==> config.mk <==
export PLATFORM = sky130hd
export DESIGN_NAME = vga_console_char_fetch_flat
export DESIGN_NICKNAME = d
export VERILOG_FILES = /design/src/rtl/vga_console_pkg.sv /design/src/rtl/vga_console_char_fetch_if.sv /design/src/rtl/vga_console_line_buf.sv /design/src/rtl/vga_console_char_fetch.sv /design/src/flat_wrapper.sv
export SDC_FILE = /design/constraint.sdc
export NUM_CORES = 1
export LEC_CHECK = 0
export CORE_UTILIZATION = 61
export DETAILED_ROUTE_END_ITERATION = 6
export HOLD_SLACK_MARGIN = 0.06
export PLACE_DENSITY = 0.78
export SYNTH_ARGS = -nofsm -noshare
export SYNTH_HDL_FRONTEND = slang
export SYNTH_SLANG_ARGS = --single-unit
==> constraint.sdc <==
create_clock -name vga_clk -period 3.9 [get_ports vga_clk]
set_input_delay 0.78 -clock vga_clk [delete_from_list [all_inputs] [get_ports vga_clk]]
set_output_delay 0.78 -clock vga_clk [all_outputs]
set_load 0.02 [all_outputs]
==> src/rtl/vga_console_pkg.sv <==
`default_nettype none
// ============================================================================
// Module      : vga_console_pkg
// Description : Shared constants for the VGA text-console character fetcher:
//               default console geometry and the fetch FSM state encoding.
// Revision    : 1.0 - initial release
// ============================================================================
package vga_console_pkg;

    // Default console geometry (80x25 text, 8x16 glyph cells)
    localparam int c_def_cols      = 80;
    localparam int c_def_rows      = 25;
    localparam int c_def_char_bits = 8;
    localparam int c_def_glyph_h   = 16;

    // Fetch FSM state encoding
    typedef logic [1:0] fsm_state_t;
    localparam fsm_state_t c_st_idle  = 2'd0;
    localparam fsm_state_t c_st_fetch = 2'd1;
    localparam fsm_state_t c_st_drain = 2'd2;

endpackage
`default_nettype wire

==> src/rtl/vga_console_char_fetch_if.sv <==
`default_nettype none
// ============================================================================
// Module      : vga_console_char_fetch_if
// Description : Bus bundle between the pixel pipeline / char RAM and the
//               character fetcher. Signal directions are named from the
//               fetcher's point of view (i_ = into fetcher, o_ = out of it).
//   i_line_req   line prefetch request pulse (hblank start)
//   i_line_y     upcoming pixel line index
//   o_ram_addr   char RAM read address
//   i_ram_char   char RAM read data (1-cycle latency)
//   i_col        column requested by the pixel pipeline
//   o_char_out   buffered character for i_col (registered)
//   o_glyph_row  pixel row inside the glyph cell
//   o_line_ready buffer holds the current text row
//   o_busy       fetch in progress
//   o_overrun    sticky: request arrived while busy
// Revision    : 1.0 - initial release
// ============================================================================
interface vga_console_char_fetch_if #(
    parameter int COLS      = vga_console_pkg::c_def_cols,
    parameter int ROWS      = vga_console_pkg::c_def_rows,
    parameter int CHAR_BITS = vga_console_pkg::c_def_char_bits,
    parameter int GLYPH_H   = vga_console_pkg::c_def_glyph_h
);
    localparam int ADDR_W = $clog2(COLS * ROWS);
    localparam int COL_W  = $clog2(COLS);
    localparam int Y_W    = $clog2(ROWS * GLYPH_H);
    localparam int GR_W   = $clog2(GLYPH_H);

    logic                 i_line_req;
    logic [Y_W-1:0]       i_line_y;
    logic [ADDR_W-1:0]    o_ram_addr;
    logic [CHAR_BITS-1:0] i_ram_char;
    logic [COL_W-1:0]     i_col;
    logic [CHAR_BITS-1:0] o_char_out;
    logic [GR_W-1:0]      o_glyph_row;
    logic                 o_line_ready;
    logic                 o_busy;
    logic                 o_overrun;

    // Fetcher side
    modport slave (
        input  i_line_req, i_line_y, i_ram_char, i_col,
        output o_ram_addr, o_char_out, o_glyph_row, o_line_ready, o_busy, o_overrun
    );

    // Pixel pipeline / RAM side
    modport master (
        output i_line_req, i_line_y, i_ram_char, i_col,
        input  o_ram_addr, o_char_out, o_glyph_row, o_line_ready, o_busy, o_overrun
    );

endinterface
`default_nettype wire

==> src/rtl/vga_console_line_buf.sv <==
`default_nettype none
// ============================================================================
// Module      : vga_console_line_buf
// Description : One text row of characters, COLS x CHAR_BITS, simple
//               dual-port: one write port, one registered read port.
//               Read and write of the same entry in the same cycle returns
//               the old contents. Out-of-range read addresses return 0.
//   vga_clk / reset_n   clock, async active-low reset (read register only)
//   i_wr_en/addr/data   write port
//   i_rd_addr           read address
//   o_rd_data           registered read data
// Revision    : 1.0 - initial release
// ============================================================================
module vga_console_line_buf #(
    parameter int COLS      = 80,
    parameter int CHAR_BITS = 8,
    parameter int COL_W     = $clog2(COLS)
) (
    input  logic                 vga_clk,
    input  logic                 reset_n,
    input  logic                 i_wr_en,
    input  logic [COL_W-1:0]     i_wr_addr,
    input  logic [CHAR_BITS-1:0] i_wr_data,
    input  logic [COL_W-1:0]     i_rd_addr,
    output logic [CHAR_BITS-1:0] o_rd_data
);
    localparam logic [COL_W-1:0] c_last_col = COL_W'(COLS - 1);

    logic [CHAR_BITS-1:0] r_mem [COLS];
    logic [CHAR_BITS-1:0] r_rd_data;

    // Storage carries no reset: contents after reset are don't-care.
    always_ff @(posedge vga_clk) begin
        if (i_wr_en) begin
            r_mem[i_wr_addr] <= i_wr_data;
        end
    end

    always_ff @(posedge vga_clk or negedge reset_n) begin
        if (!reset_n) begin
            r_rd_data <= '0;
        end else if (i_rd_addr <= c_last_col) begin
            r_rd_data <= r_mem[i_rd_addr];
        end else begin
            r_rd_data <= '0;
        end
    end

    assign o_rd_data = r_rd_data;

endmodule
`default_nettype wire

==> src/rtl/vga_console_char_fetch.sv <==
`default_nettype none
// ============================================================================
// Module      : vga_console_char_fetch
// Description : Prefetches one text row of characters from the char RAM into
//               a line buffer during hblank, then serves the pixel pipeline
//               column by column from that buffer.
//   vga_clk  pixel clock (rising edge)
//   reset_n  asynchronous active-low reset
//   bus      vga_console_char_fetch_if.slave (see interface for signals)
// Revision    : 1.0 - initial release
// ============================================================================
module vga_console_char_fetch #(
    parameter int COLS      = vga_console_pkg::c_def_cols,
    parameter int ROWS      = vga_console_pkg::c_def_rows,
    parameter int CHAR_BITS = vga_console_pkg::c_def_char_bits,
    parameter int GLYPH_H   = vga_console_pkg::c_def_glyph_h
) (
    input  logic                      vga_clk,
    input  logic                      reset_n,
    vga_console_char_fetch_if.slave   bus
);
    import vga_console_pkg::*;

    localparam int ADDR_W = $clog2(COLS * ROWS);
    localparam int COL_W  = $clog2(COLS);
    localparam int Y_W    = $clog2(ROWS * GLYPH_H);
    localparam int GR_W   = $clog2(GLYPH_H);

    localparam logic [Y_W:0]     c_y_lim    = (Y_W + 1)'(ROWS * GLYPH_H);
    localparam logic [COL_W-1:0] c_last_col = COL_W'(COLS - 1);

    fsm_state_t           r_state;
    logic [ADDR_W-1:0]    r_ram_addr;
    logic [COL_W-1:0]     r_k;          // column currently being addressed
    logic                 r_wr_en;      // RAM data for r_wr_idx is on i_ram_char
    logic [COL_W-1:0]     r_wr_idx;
    logic [GR_W-1:0]      r_glyph_row;
    logic                 r_line_ready;
    logic                 r_overrun;
    logic                 r_last_valid;
    logic [Y_W-1:0]       r_last_row;
    logic [Y_W-1:0]       r_row;        // row of the fetch in flight
    logic [CHAR_BITS-1:0] w_char_out;

    logic [Y_W-1:0]       w_row;
    logic                 w_in_range;
    logic                 w_hit;
    logic [ADDR_W-1:0]    w_base;

    assign w_row      = bus.i_line_y >> GR_W;
    assign w_in_range = ({1'b0, bus.i_line_y} < c_y_lim);
    assign w_hit      = r_last_valid && (w_row == r_last_row);
    // Single multiply per accepted request; the per-column path only increments.
    assign w_base     = ADDR_W'(w_row * COLS);

    always_ff @(posedge vga_clk or negedge reset_n) begin
        if (!reset_n) begin
            r_state      <= c_st_idle;
            r_ram_addr   <= '0;
            r_k          <= '0;
            r_wr_en      <= 1'b0;
            r_wr_idx     <= '0;
            r_glyph_row  <= '0;
            r_line_ready <= 1'b0;
            r_overrun    <= 1'b0;
            r_last_valid <= 1'b0;
            r_last_row   <= '0;
            r_row        <= '0;
        end else begin
            r_wr_en <= 1'b0;
            case (r_state)
                c_st_idle: begin
                    if (bus.i_line_req) begin
                        r_glyph_row <= bus.i_line_y[GR_W-1:0];
                        if (!w_in_range) begin
                            r_line_ready <= 1'b0;
                        end else if (w_hit) begin
                            r_line_ready <= 1'b1;
                        end else begin
                            r_line_ready <= 1'b0;
                            r_ram_addr   <= w_base;
                            r_k          <= '0;
                            r_row        <= w_row;
                            r_state      <= c_st_fetch;
                        end
                    end
                end
                c_st_fetch: begin
                    // Data for the address issued this cycle lands next cycle.
                    r_wr_en  <= 1'b1;
                    r_wr_idx <= r_k;
                    if (r_k == c_last_col) begin
                        r_state <= c_st_drain;
                    end else begin
                        r_k        <= r_k + COL_W'(1);
                        r_ram_addr <= r_ram_addr + ADDR_W'(1);
                    end
                    if (bus.i_line_req) begin
                        r_overrun <= 1'b1;
                    end
                end
                c_st_drain: begin
                    // Final buffer write happens on this edge.
                    r_state      <= c_st_idle;
                    r_line_ready <= 1'b1;
                    r_last_row   <= r_row;
                    r_last_valid <= 1'b1;
                    if (bus.i_line_req) begin
                        r_overrun <= 1'b1;
                    end
                end
                default: begin
                    r_state <= c_st_idle;
                end
            endcase
        end
    end

    vga_console_line_buf #(
        .COLS      (COLS),
        .CHAR_BITS (CHAR_BITS),
        .COL_W     (COL_W)
    ) u_line_buf (
        .vga_clk   (vga_clk),
        .reset_n   (reset_n),
        .i_wr_en   (r_wr_en),
        .i_wr_addr (r_wr_idx),
        .i_wr_data (bus.i_ram_char),
        .i_rd_addr (bus.i_col),
        .o_rd_data (w_char_out)
    );

    assign bus.o_ram_addr   = r_ram_addr;
    assign bus.o_char_out   = w_char_out;
    assign bus.o_glyph_row  = r_glyph_row;
    assign bus.o_line_ready = r_line_ready;
    assign bus.o_busy       = (r_state != c_st_idle);
    assign bus.o_overrun    = r_overrun;

endmodule
`default_nettype wire

==> src/flat_wrapper.sv <==
// flat-port wrapper written by rule: the top's interface ports become plain ports
module vga_console_char_fetch_flat import vga_console_pkg::*;
#(
    parameter int COLS      = vga_console_pkg::c_def_cols,
    parameter int ROWS      = vga_console_pkg::c_def_rows,
    parameter int CHAR_BITS = vga_console_pkg::c_def_char_bits,
    parameter int GLYPH_H   = vga_console_pkg::c_def_glyph_h
)
  (vga_clk, reset_n, bus_i_line_req, bus_i_line_y, bus_i_ram_char, bus_i_col, bus_o_ram_addr, bus_o_char_out, bus_o_glyph_row, bus_o_line_ready, bus_o_busy, bus_o_overrun);
  vga_console_char_fetch_if #(.COLS(COLS), .ROWS(ROWS), .CHAR_BITS(CHAR_BITS), .GLYPH_H(GLYPH_H)) bus_i ();
  input  logic vga_clk;
  input  logic reset_n;
  input wire logic [$bits(bus_i.i_line_req)-1:0] bus_i_line_req;
  input wire logic [$bits(bus_i.i_line_y)-1:0] bus_i_line_y;
  input wire logic [$bits(bus_i.i_ram_char)-1:0] bus_i_ram_char;
  input wire logic [$bits(bus_i.i_col)-1:0] bus_i_col;
  output wire logic [$bits(bus_i.o_ram_addr)-1:0] bus_o_ram_addr;
  output wire logic [$bits(bus_i.o_char_out)-1:0] bus_o_char_out;
  output wire logic [$bits(bus_i.o_glyph_row)-1:0] bus_o_glyph_row;
  output wire logic [$bits(bus_i.o_line_ready)-1:0] bus_o_line_ready;
  output wire logic [$bits(bus_i.o_busy)-1:0] bus_o_busy;
  output wire logic [$bits(bus_i.o_overrun)-1:0] bus_o_overrun;
  assign bus_i.i_line_req = bus_i_line_req;
  assign bus_i.i_line_y = bus_i_line_y;
  assign bus_i.i_ram_char = bus_i_ram_char;
  assign bus_i.i_col = bus_i_col;
  assign bus_o_ram_addr = bus_i.o_ram_addr;
  assign bus_o_char_out = bus_i.o_char_out;
  assign bus_o_glyph_row = bus_i.o_glyph_row;
  assign bus_o_line_ready = bus_i.o_line_ready;
  assign bus_o_busy = bus_i.o_busy;
  assign bus_o_overrun = bus_i.o_overrun;
  vga_console_char_fetch #(.COLS(COLS), .ROWS(ROWS), .CHAR_BITS(CHAR_BITS), .GLYPH_H(GLYPH_H)) u_core (.vga_clk(vga_clk), .reset_n(reset_n), .bus(bus_i));
endmodule
run_1/met4.png
Scale: 2 px per µm. Supply wires on this layer in gray.
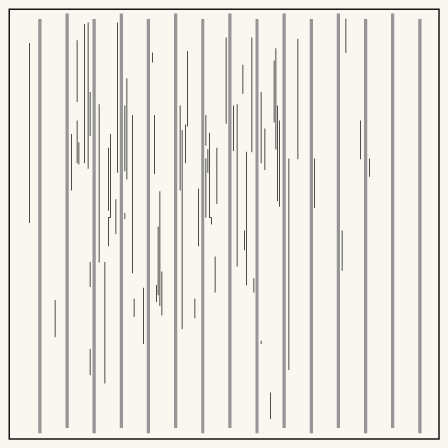
longest straight run: 105 µm
nets with wire on the layer: 49
wire length on this layer: 2240 µm
share of all routed wire: 3.7%
main direction: vertical
Vias: 14100
routed wire length: 61.1 mm

run_1/final_congestion.png
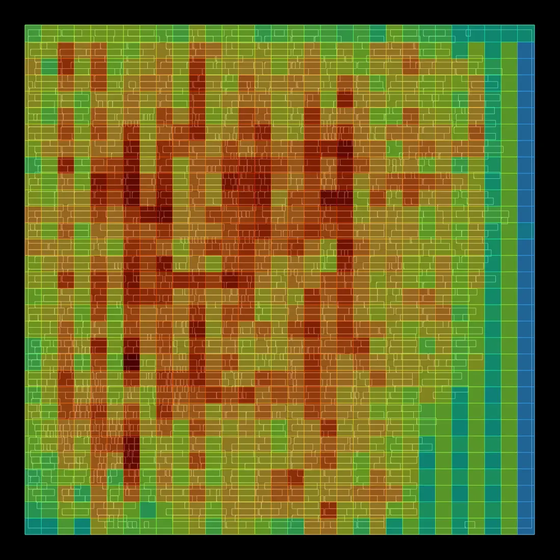
All-Layer GR Usage: 27.5%
Finished Core Util: 69.6%
GR Layer Usage met2: 43.6%

==> flow_summary_export.csv, run 1 <==
group,metric,value,unit
drt,drt_first_iter_violations,1472,
drt,ant_nets,0,
drt,vias_per_cell,6.62,
clock_tree,root_buffer,"clkbuf_16",
timing,finalMaxSlewViolations,0,
floorplan,core.rowCount,77,
power,p_sw_share,23.5,%
drt,wl_per_cell,28.7,µm
setup_path,arrival,2.21,ns
setup_path,timing.rr.start,"u_core.r_wr_idx[1]",
setup_path,cp.required,3.12,ns
yosys,synth_area,27500,µm²
global_route,grt_pass1_vias,14500,
clock_tree,htree_levels,3,
yosys,synth_cell_types,51,
power,p_leak,10.0,nW
timing,slew_headroom,13.5,%
drt,first_pass_iters,5,
timing,fmax,335,MHz
yosys,ys_cells,1383,
timing,rsz0062_at_grt,"no",
clock_tree,cts_buffers,67,
timing,fin_setup_tns,0,ns
setup_path,cpPeakStageDelay,0.57,ns
global_route,grt_util_met3,5.79,%
setup_path,cpLargestDelayFamily,"buffers and inverters",
timing,hold_viol_final,0,
yosys,yosys-top-cells-area,"edfxtp_1, mux4_2, dfrtp_1",
finish,n_fill_cell,2669,
global_route,grt-busiest-layer,"met2",
yosys,synthAoiAreaFrac,3.09,%
finish,syn_to_final_growth,12.4,%
yosys,syn_inst,1383,
placement,dpl.cell_count,2006,
power,p_comb,1.82,mW
power,vdd_drop_max,541,µV
floorplan,die_h,214,µm
setup_path,cp-start-kind,"flop",
finish,clock_area_share,7.04,%
yosys,synthFlopType,"edfxtp_1",
finish,inverters,11,
placement,dp_slack,0.449,ns
finish,top_register,"u_core.u_line_buf.r_mem",
power,seq-power,8.57,mW
clock_tree,cts.sinks,693,
clock_tree,cts_resized,0,
floorplan,chipArea,45900,µm²
power,seq_power_share,50.9,%
yosys,synth.cellmix.simpleShare,3.67,%
status,outcome,"completed",
drt,route.met3.wl,5.81,mm
clock_tree,postCtsHoldBufs,0,
setup_path,critPathKind,"flop to primary output",
finish,nClkBuffers,90,
finish,largest_register_ffs,640,
power,power.total,16.8,mW
power,share_comb_of_total_power,10.8,%
timing,finalClockPeriodUsage,76.6,%
setup_path,crit_path_max_fanout,10,
yosys,netlist.area_leader.share,70.0,%
run,drv_cap,0,
drt,top_layer_used,"met4",
yosys,syn-num-nets,1423,
finish,nonClkBufAreaFrac,2.79,%
finish,sh_seq_area,66.6,%
yosys,yosysChipArea,27500,µm²
timing,whs,0.295,ns
finish,logic_area,6500,µm²
drt,wl_met2,29.9,mm
yosys,synth-edff-count,640,
placement,gp_congestion,0.922,
finish,drive_gt1_share,23.2,%
yosys,ys_ff,693,
yosys,syn_area_per_cell,19.9,µm²
setup_path,reg2reg_to,"u_core.u_line_buf.r_mem[11][5]",
power,p_per_area,545,nW/µm²
timing,fin_ws,0.913,ns
clock_tree,clockBufferDepth,3,
finish,comb_area_share,21.1,%
placement,dpl_cell_area,28700,µm²
setup_path,crit_top_cell,"inv_1",
timing,tightest_slew,1.30,ns
floorplan,taps,592,
yosys,synth_top_cell_by_count,"edfxtp_1",
power,power_frac_clock,38.3,%
timing,finalSetupViolCount,0,
global_route,grt.overflow.total,0,
run_1/gate_families.png
Scale: 3 px per µm.
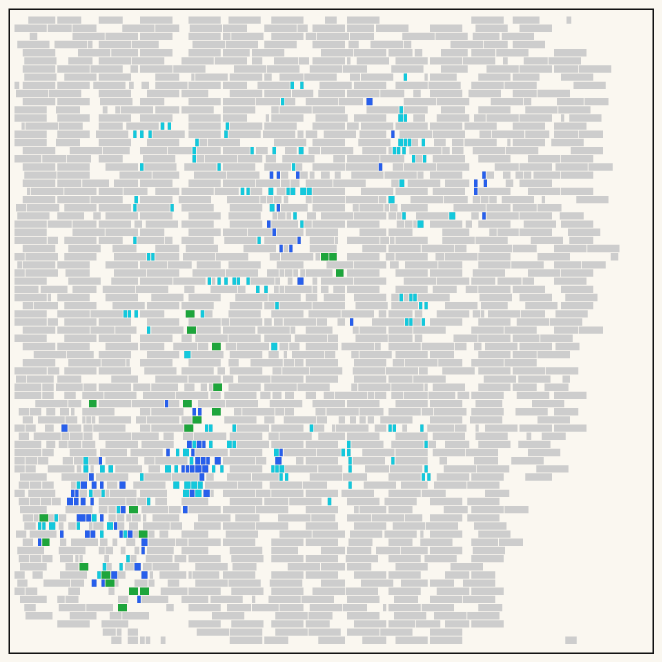
| color | family | cells | most used |
|---|---|---|---|
| blue | NAND gates | 74 | nand2_1 |
| cyan | NOR gates | 143 | nor2_1 |
| green | AND-OR and OR-AND gates | 22 | a22o_1 |
Top cell excl fill/tap: edfxtp_1
final cell count without fillers: 2125

## run 1: cells by family after synthesis
group           after synthesis
simple gates                228
compound gates              120
flops                       693
xor+xnor                      9
mux                         243
buf+inv                      77
fa+ha+maj                    13
## run 1: worst max path at each step
stage | start | end | slack, ns | cells past startpoint
2_1_floorplan | bus_i_col[0] | u_core.u_line_buf.o_rd_data[3] | 1.24 | 9
3_3_place_gp | bus_i_col[0] | u_core.u_line_buf.o_rd_data[5] | 0.44 | 8
3_5_place_dp | bus_i_col[0] | u_core.u_line_buf.o_rd_data[3] | 0.45 | 8
4_1_cts | u_core.r_state[0] | bus_o_busy | 0.89 | 4
5_1_grt | u_core.r_state[1] | bus_o_busy | 0.80 | 4
6_report | u_core.r_state[0] | bus_o_busy | 0.91 | 4
run_1/zoom.png
Window x 92 to 122, y 49 to 79 µm. Cells in gray, sequential cells in the stronger gray; small squares are vias.
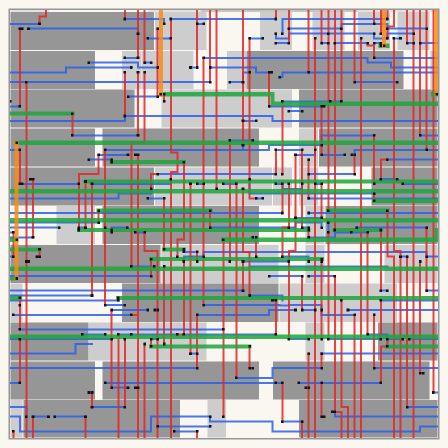

==> run 2, diff against run 1 <==
==> constraint.sdc (replaced) <==
create_clock -name vga_clk -period 2.9 [get_ports vga_clk]
set_input_delay 0.58 -clock vga_clk [delete_from_list [all_inputs] [get_ports vga_clk]]
set_output_delay 0.58 -clock vga_clk [all_outputs]
set_load 0.02 [all_outputs]
run_2/zoom.png
Window x 92 to 122, y 49 to 79 µm. Cells in gray, sequential cells in the stronger gray; small squares are vias.
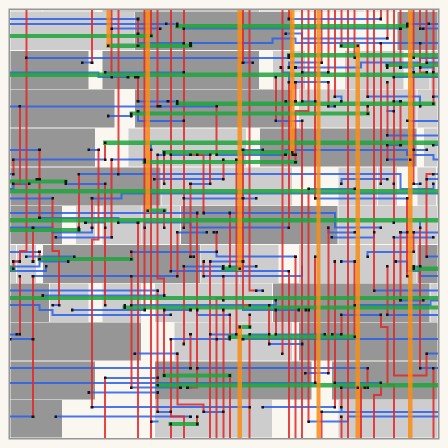
| color | layer |
|---|---|
| blue | met1 |
| orange | met4 |
| green | met3 |
| red | met2 |
netlist names of flops here include: u_core.u_line_buf.r_mem (16)
most frequent: edfxtp_1 (16), buf_4 (8), mux4_2 (7)
cells with their middle in the window: 42
sequential cells in the window: 16

run_2/gate_families.png
Scale: 3 px per µm.
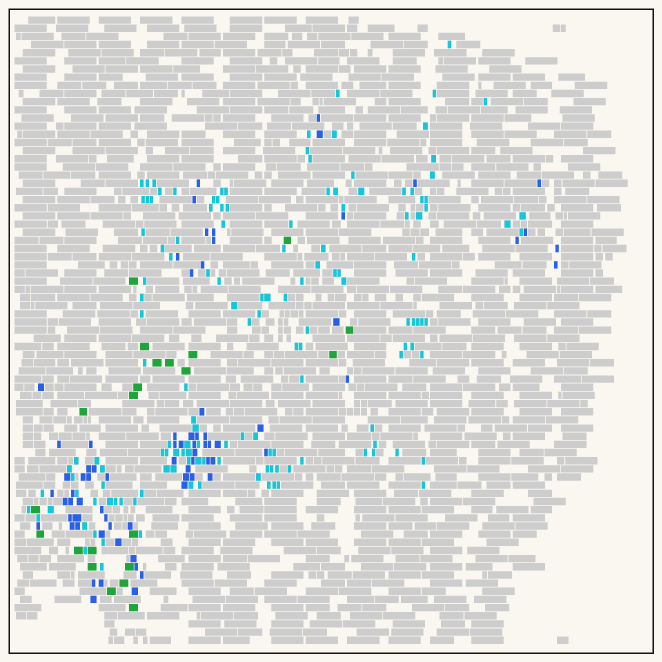
| color | family | cells | most used |
|---|---|---|---|
| blue | NAND gates | 74 | nand2_1 |
| cyan | NOR gates | 143 | nor2_1 |
| green | AND-OR and OR-AND gates | 22 | a22o_1 |
final cell count without fillers: 2263
fraction of area in multi-input gates: 20.2%

run_2/final_congestion.png
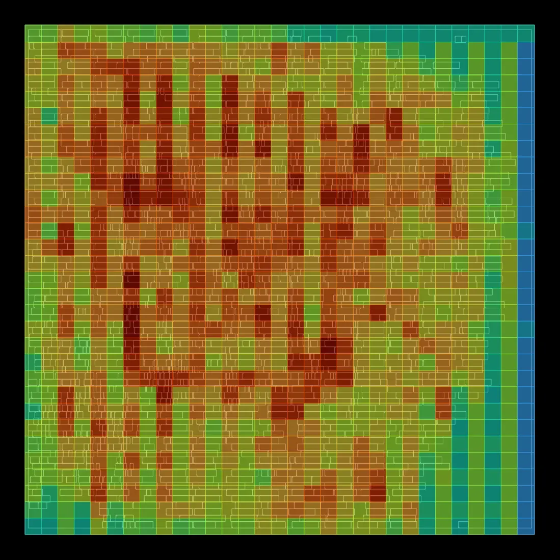
Finished Core Util: 72.5%
post-DR wirelength/cell: 28.3 µm
met3 Use GR: 5.53%
All-Layer GR Usage: 28.5%
GR Layer Usage met2: 46.2%

==> run 2 against run 1 <==
  * Clock skew shrank 0.0027 ns
  * Global-route usage grew 0.99 points
  * Design area grew 4.1%
  * Utilization grew 2.9 points
  * Non-clock buffer count grew 140
  * Register-to-register slack lost 0.67 ns
  * Critical path type unchanged
  * Critical path depth is the same
  * First-iteration DRC count grew 20%
  * Clock-buffer cell count shrank 3
==> flow_summary_export.csv, run 2 <==
group,metric,value,unit
run,warnings,30,
yosys,synth_warnings,0,
power,p_per_area,719,nW/µm²
clock_tree,htree_levels,3,
setup_path,timing.rr.start,"u_core.u_line_buf.r_mem[20][3]",
finish,logic_area,6500,µm²
clock_tree,clockBufferDepth,3,
timing,finalMaxSlewViolations,0,
timing,tightest_slew,1.08,ns
setup_path,cpPeakStageDelay,0.56,ns
timing,hold_viol_final,0,
drt,wl_met2,31.9,mm
yosys,synthAoiAreaFrac,3.09,%
timing,fin_ws,0.166,ns
timing,fin_setup_tns,0,ns
yosys,ys_cells,1383,
drt,vias_per_cell,6.54,
timing,finalClockPeriodUsage,94.3,%
timing,slew_headroom,28.3,%
floorplan,die_h,214,µm
setup_path,arrival,2.15,ns
power,p_comb,2.58,mW
drt,vias,14800,
finish,largest_register_ffs,640,
floorplan,chipArea,45900,µm²
clock_tree,cts_resized,0,
yosys,yosys-top-cells-area,"edfxtp_1, mux4_2, dfrtp_1",
setup_path,cp.required,2.32,ns
power,power_frac_clock,39.1,%
setup_path,cp-start-kind,"flop",
finish,top_register,"u_core.u_line_buf.r_mem",
drt,route.met3.wl,5.84,mm
clock_tree,postCtsHoldBufs,0,
finish,n_fill_cell,2520,
drt,top_layer_used,"met4",
yosys,syn_area_per_cell,19.9,µm²
yosys,synth.cellmix.simpleShare,3.67,%
timing,rsz0062_at_grt,"no",
placement,gp_congestion,0.927,
finish,syn_to_final_growth,17.1,%
floorplan,core.rowCount,77,
setup_path,crit_path_max_fanout,10,
drt,ant_nets,0,
yosys,synthFlopType,"edfxtp_1",
power,p_sw_share,23.1,%
global_route,grt_pass1_vias,15000,
placement,dp_slack,-0.207,ns
yosys,ys_ff,693,
power,seq_power_share,49.8,%
clock_tree,cts.sinks,693,
power,share_comb_of_total_power,11.1,%
setup_path,critPathKind,"flop to primary output",
clock_tree,root_buffer,"clkbuf_16",
yosys,yosysChipArea,27500,µm²
timing,finalSetupViolCount,0,
yosys,netlist.area_leader.share,70.0,%
timing,fmax,366,MHz
yosys,synth_cell_types,51,
floorplan,coreArea,44300,µm²
setup_path,crit_start,"u_core.r_state[1]",
finish,lay_top_count,"edfxtp_1",
yosys,syn_inst,1383,
setup_path,crit_top_cell,"inv_1",
power,p_leak,10.9,nW
status,outcome,"completed",
run,drv_cap,0,
drt,first_pass_iters,6,
finish,drive_gt1_share,30.1,%
drt,wl,64.0,mm
yosys,synth-edff-count,640,
drt,drt_first_iter_violations,1764,
yosys,syn-num-nets,1423,
global_route,grt-busiest-layer,"met2",
setup_path,cpLargestDelayFamily,"buffers and inverters",
setup_path,crit_end,"bus_o_busy",
clock_tree,cts_buffers,67,
setup_path,reg2reg_to,"u_core.u_line_buf.o_rd_data[3]",
yosys,synth_top_cell_by_count,"edfxtp_1",
-- run 2: per-stage QoR --
| stage | cells | area, µm² | hold slack [ns] | total power, mW |
|---|---|---|---|---|
| 6_report | 2263 | 32100 | 0.193 | 23.1 |
| 3_3_place_gp | 2146 | 29900 | 0.448 | 14.2 |
| 5_1_grt | 2263 | 32100 | 0.288 | 23.8 |
| 3_5_place_dp | 2146 | 29900 | 0.447 | 14.3 |
| 4_1_cts | 2263 | 32100 | 0.212 | 23.2 |
| 2_1_floorplan | 1383 | 27500 | 0.284 | 13.1 |
-- run 2: final cells by class --
cell class                 instances  area share [%]
clock buffer                      87            5.84
sequential                       693            63.9
inverter                          11           0.128
multi-input combinational        613            20.2
tap                              592            2.30
timing repair buffer             237            6.34
clock inverter                    30            1.23
==> run 3, diff against run 2 <==
--- a/config.mk
+++ b/config.mk
@@ -5,6 +5,7 @@
 export SDC_FILE = /design/constraint.sdc
 export NUM_CORES = 1
 export LEC_CHECK = 0
+export ABC_AREA = 0
 export CORE_UTILIZATION = 61
 export DETAILED_ROUTE_END_ITERATION = 6
 export HOLD_SLACK_MARGIN = 0.06
run_3/gate_families.png
Scale: 3 px per µm.
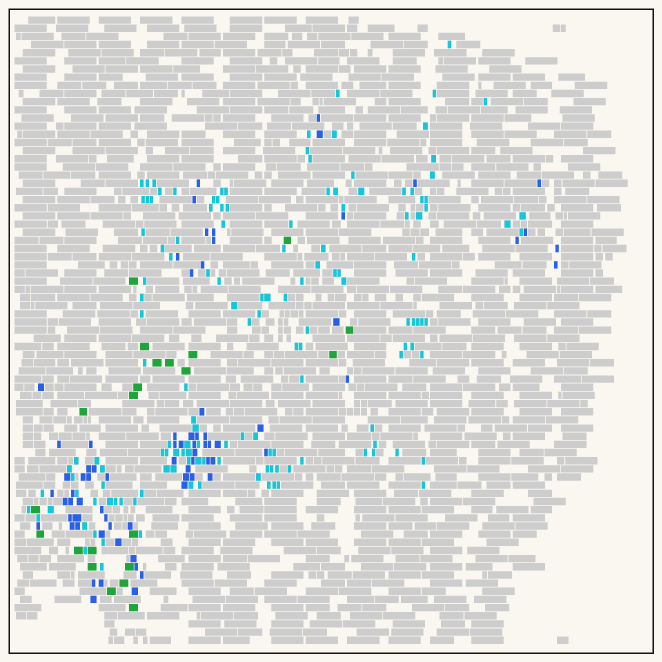

run_3/wire_density.png
Scale: 1.5 px per µm. The die is cut into 21 by 21 equal tiles; white is low, dark blue is high, scaled to the fullest tile. Values are wire area over tile area, all layers added.
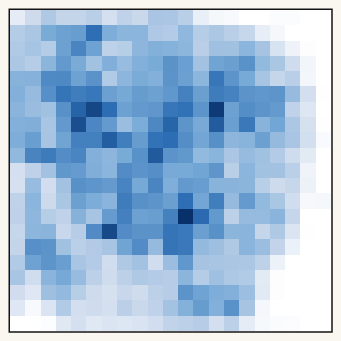
densest ninth of the die: center
nearly empty tiles: 10%
fullest tile: 0.61
emptiest ninth of the die: lower right
mean over tiles: 0.23
tiles over half the peak: 32%
Vias: 14800
routed wire length: 64.0 mm

==> run 3 against run 2 <==
  * Design area did not move
  * Via count did not move
  * Non-clock buffer count did not move
  * Final cell count did not move
  * Critical path type unchanged
  * Largest power group unchanged
==> flow_summary_export.csv, run 3 <==
group,metric,value,unit
status,outcome,"completed",
global_route,grt-busiest-layer,"met2",
global_route,grt_start_max_net_pins,81,
clock_tree,postCtsHoldBufs,0,
setup_path,crit_top_cell,"inv_1",
yosys,synth_top_cell_by_count,"edfxtp_1",
floorplan,core.rowCount,77,
yosys,top_area_cell,"edfxtp_1",
drt,top_layer_used,"met4",
finish,final_area,32100,µm²
setup_path,timing.rr.start,"u_core.u_line_buf.r_mem[20][3]",
setup_path,cp.required,2.32,ns
drt,vias_per_cell,6.54,
yosys,synthAoiAreaFrac,3.09,%
drt,drc,0,
finish,fin_cells,2263,
yosys,syn_area_per_cell,19.9,µm²
yosys,async_reset_ff_share,7.65,%
timing,finalMaxSlewViolations,0,
drt,wl_per_cell,28.3,µm
global_route,gr-usage-met2,46.2,%
floorplan,chipArea,45900,µm²
clock_tree,clockBufferDepth,3,
drt,ant_nets,0,
yosys,synth_warnings,0,
placement,gp_congestion,0.927,
power,power.total,23.1,mW
clock_tree,clkLatencyLatePin,0.59,ns
placement,dpl_cell_area,29900,µm²
setup_path,cpPeakStageDelay,0.56,ns
drt,wl_met2,31.9,mm
setup_path,crit_path_max_fanout,10,
timing,tightest_slew,1.08,ns
finish,n_antenna_cell,0,
run,drv_cap,0,
power,vdd_drop_max,752,µV
yosys,synth.cellmix.simpleShare,3.67,%
floorplan,boundaryPins,53,
timing,finalSetupViolCount,0,
global_route,grt.overflow.total,0,
clock_tree,cts.sinks,693,
yosys,yosysChipArea,27500,µm²
power,p_leak,10.9,nW
global_route,grt_pass1_vias,15000,
yosys,netlist.area_leader.share,70.0,%
timing,whs,0.193,ns
timing,fin_ws,0.166,ns
setup_path,reg2regPathDepth,5,
finish,utilization,72.5,%
timing,fmax,366,MHz
finish,largest_register_ffs,640,
floorplan,die_h,214,µm
setup_path,reg2reg_to,"u_core.u_line_buf.o_rd_data[3]",
timing,period_needed,2.73,ns
drt,first_pass_iters,6,
setup_path,cpLargestDelayFamily,"buffers and inverters",
timing,finalClockPeriodUsage,94.3,%
setup_path,crit_start,"u_core.r_state[1]",
floorplan,die_x,214,µm
drt,drt_first_iter_violations,1764,
clock_tree,cts_buffers,67,
finish,drive_gt1_share,30.1,%
yosys,ys_ff,693,
yosys,top_cells_by_count,"edfxtp_1, mux4_2, nor2_1, dfrtp_1, mux2_2",
global_route,grt_util_met3,5.53,%
yosys,synthFlopType,"edfxtp_1",
yosys,synth_seq_share,74.8,%
yosys,synth_cell_types,51,
yosys,ys_cells,1383,
timing,rsz0062_at_grt,"no",
finish,lay_top_count,"edfxtp_1",
finish,lay_top_cells,"edfxtp_1, buf_4, mux4_2",
setup_path,crit_end,"bus_o_busy",
clock_tree,cts_setup_buffers,0,
timing,hold_viol_final,0,
setup_path,r2r_setup_slack,0.34,ns
clock_tree,cts_tree,"built",
setup_path,cp-start-kind,"flop",
yosys,yosys-top-cells-area,"edfxtp_1, mux4_2, dfrtp_1",
clock_tree,cts_resized,0,
clock_tree,cts.clk_slew.worst_paths,0.06,ns
timing,slew_headroom,28.3,%
yosys,syn_inst,1383,
drt,route.met3.wl,5.84,mm
clock_tree,htree_levels,3,
setup_path,worst_path_max_delay_cell,"clkdlybuf4s50_1",
placement,dp_slack,-0.207,ns
setup_path,arrival,2.15,ns
floorplan,initCoreUtil,62.0,%
yosys,syn-num-nets,1423,
setup_path,critPathKind,"flop to primary output",
finish,top_register,"u_core.u_line_buf.r_mem",
yosys,synth-edff-count,640,
placement,dpl.cell_count,2146,
clock_tree,root_buffer,"clkbuf_16",
power,p_per_area,719,nW/µm²
run,warnings,30,
finish,syn_to_final_growth,17.1,%
floorplan,coreArea,44300,µm²
global_route,track_usage,28.5,%
timing,fin_setup_tns,0,ns
run_3/met4.png
Scale: 2 px per µm. Supply wires on this layer in gray.
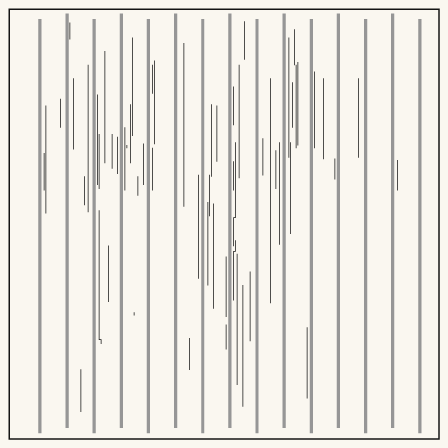
wire length on this layer: 2050 µm
main direction: vertical

-- run 3: area by class of cell --
class / count / area [µm²]
Tap cell: 592 / 741
Sequential cell: 693 / 20500
Fill cell: 2520 / 12200
Timing Repair Buffer: 237 / 2040
Clock buffer: 87 / 1880
Clock inverter: 30 / 394
Inverter: 11 / 41.3
Multi-Input combinational cell: 613 / 6500
-- run 3: report_power, final --
| group | leakage, nW | switching (mW) | internal, mW | total, mW |
|---|---|---|---|---|
| Clock | 1.11 | 3.65 | 5.38 | 9.03 |
| Sequential | 6.41 | 0.262 | 11.2 | 11.5 |
| Combinational | 3.34 | 1.44 | 1.14 | 2.58 |
-- run 3: worst register-to-register path: stages (launching register included) --
cell and delay (ns):
edfxtp_1 0.45, mux4_2 0.52, mux2_2 0.29, a2111oi_0 0.84, o21a_1 0.29, a21oi_1 0.06
Power is estimated from default activity; no workload was simulated.
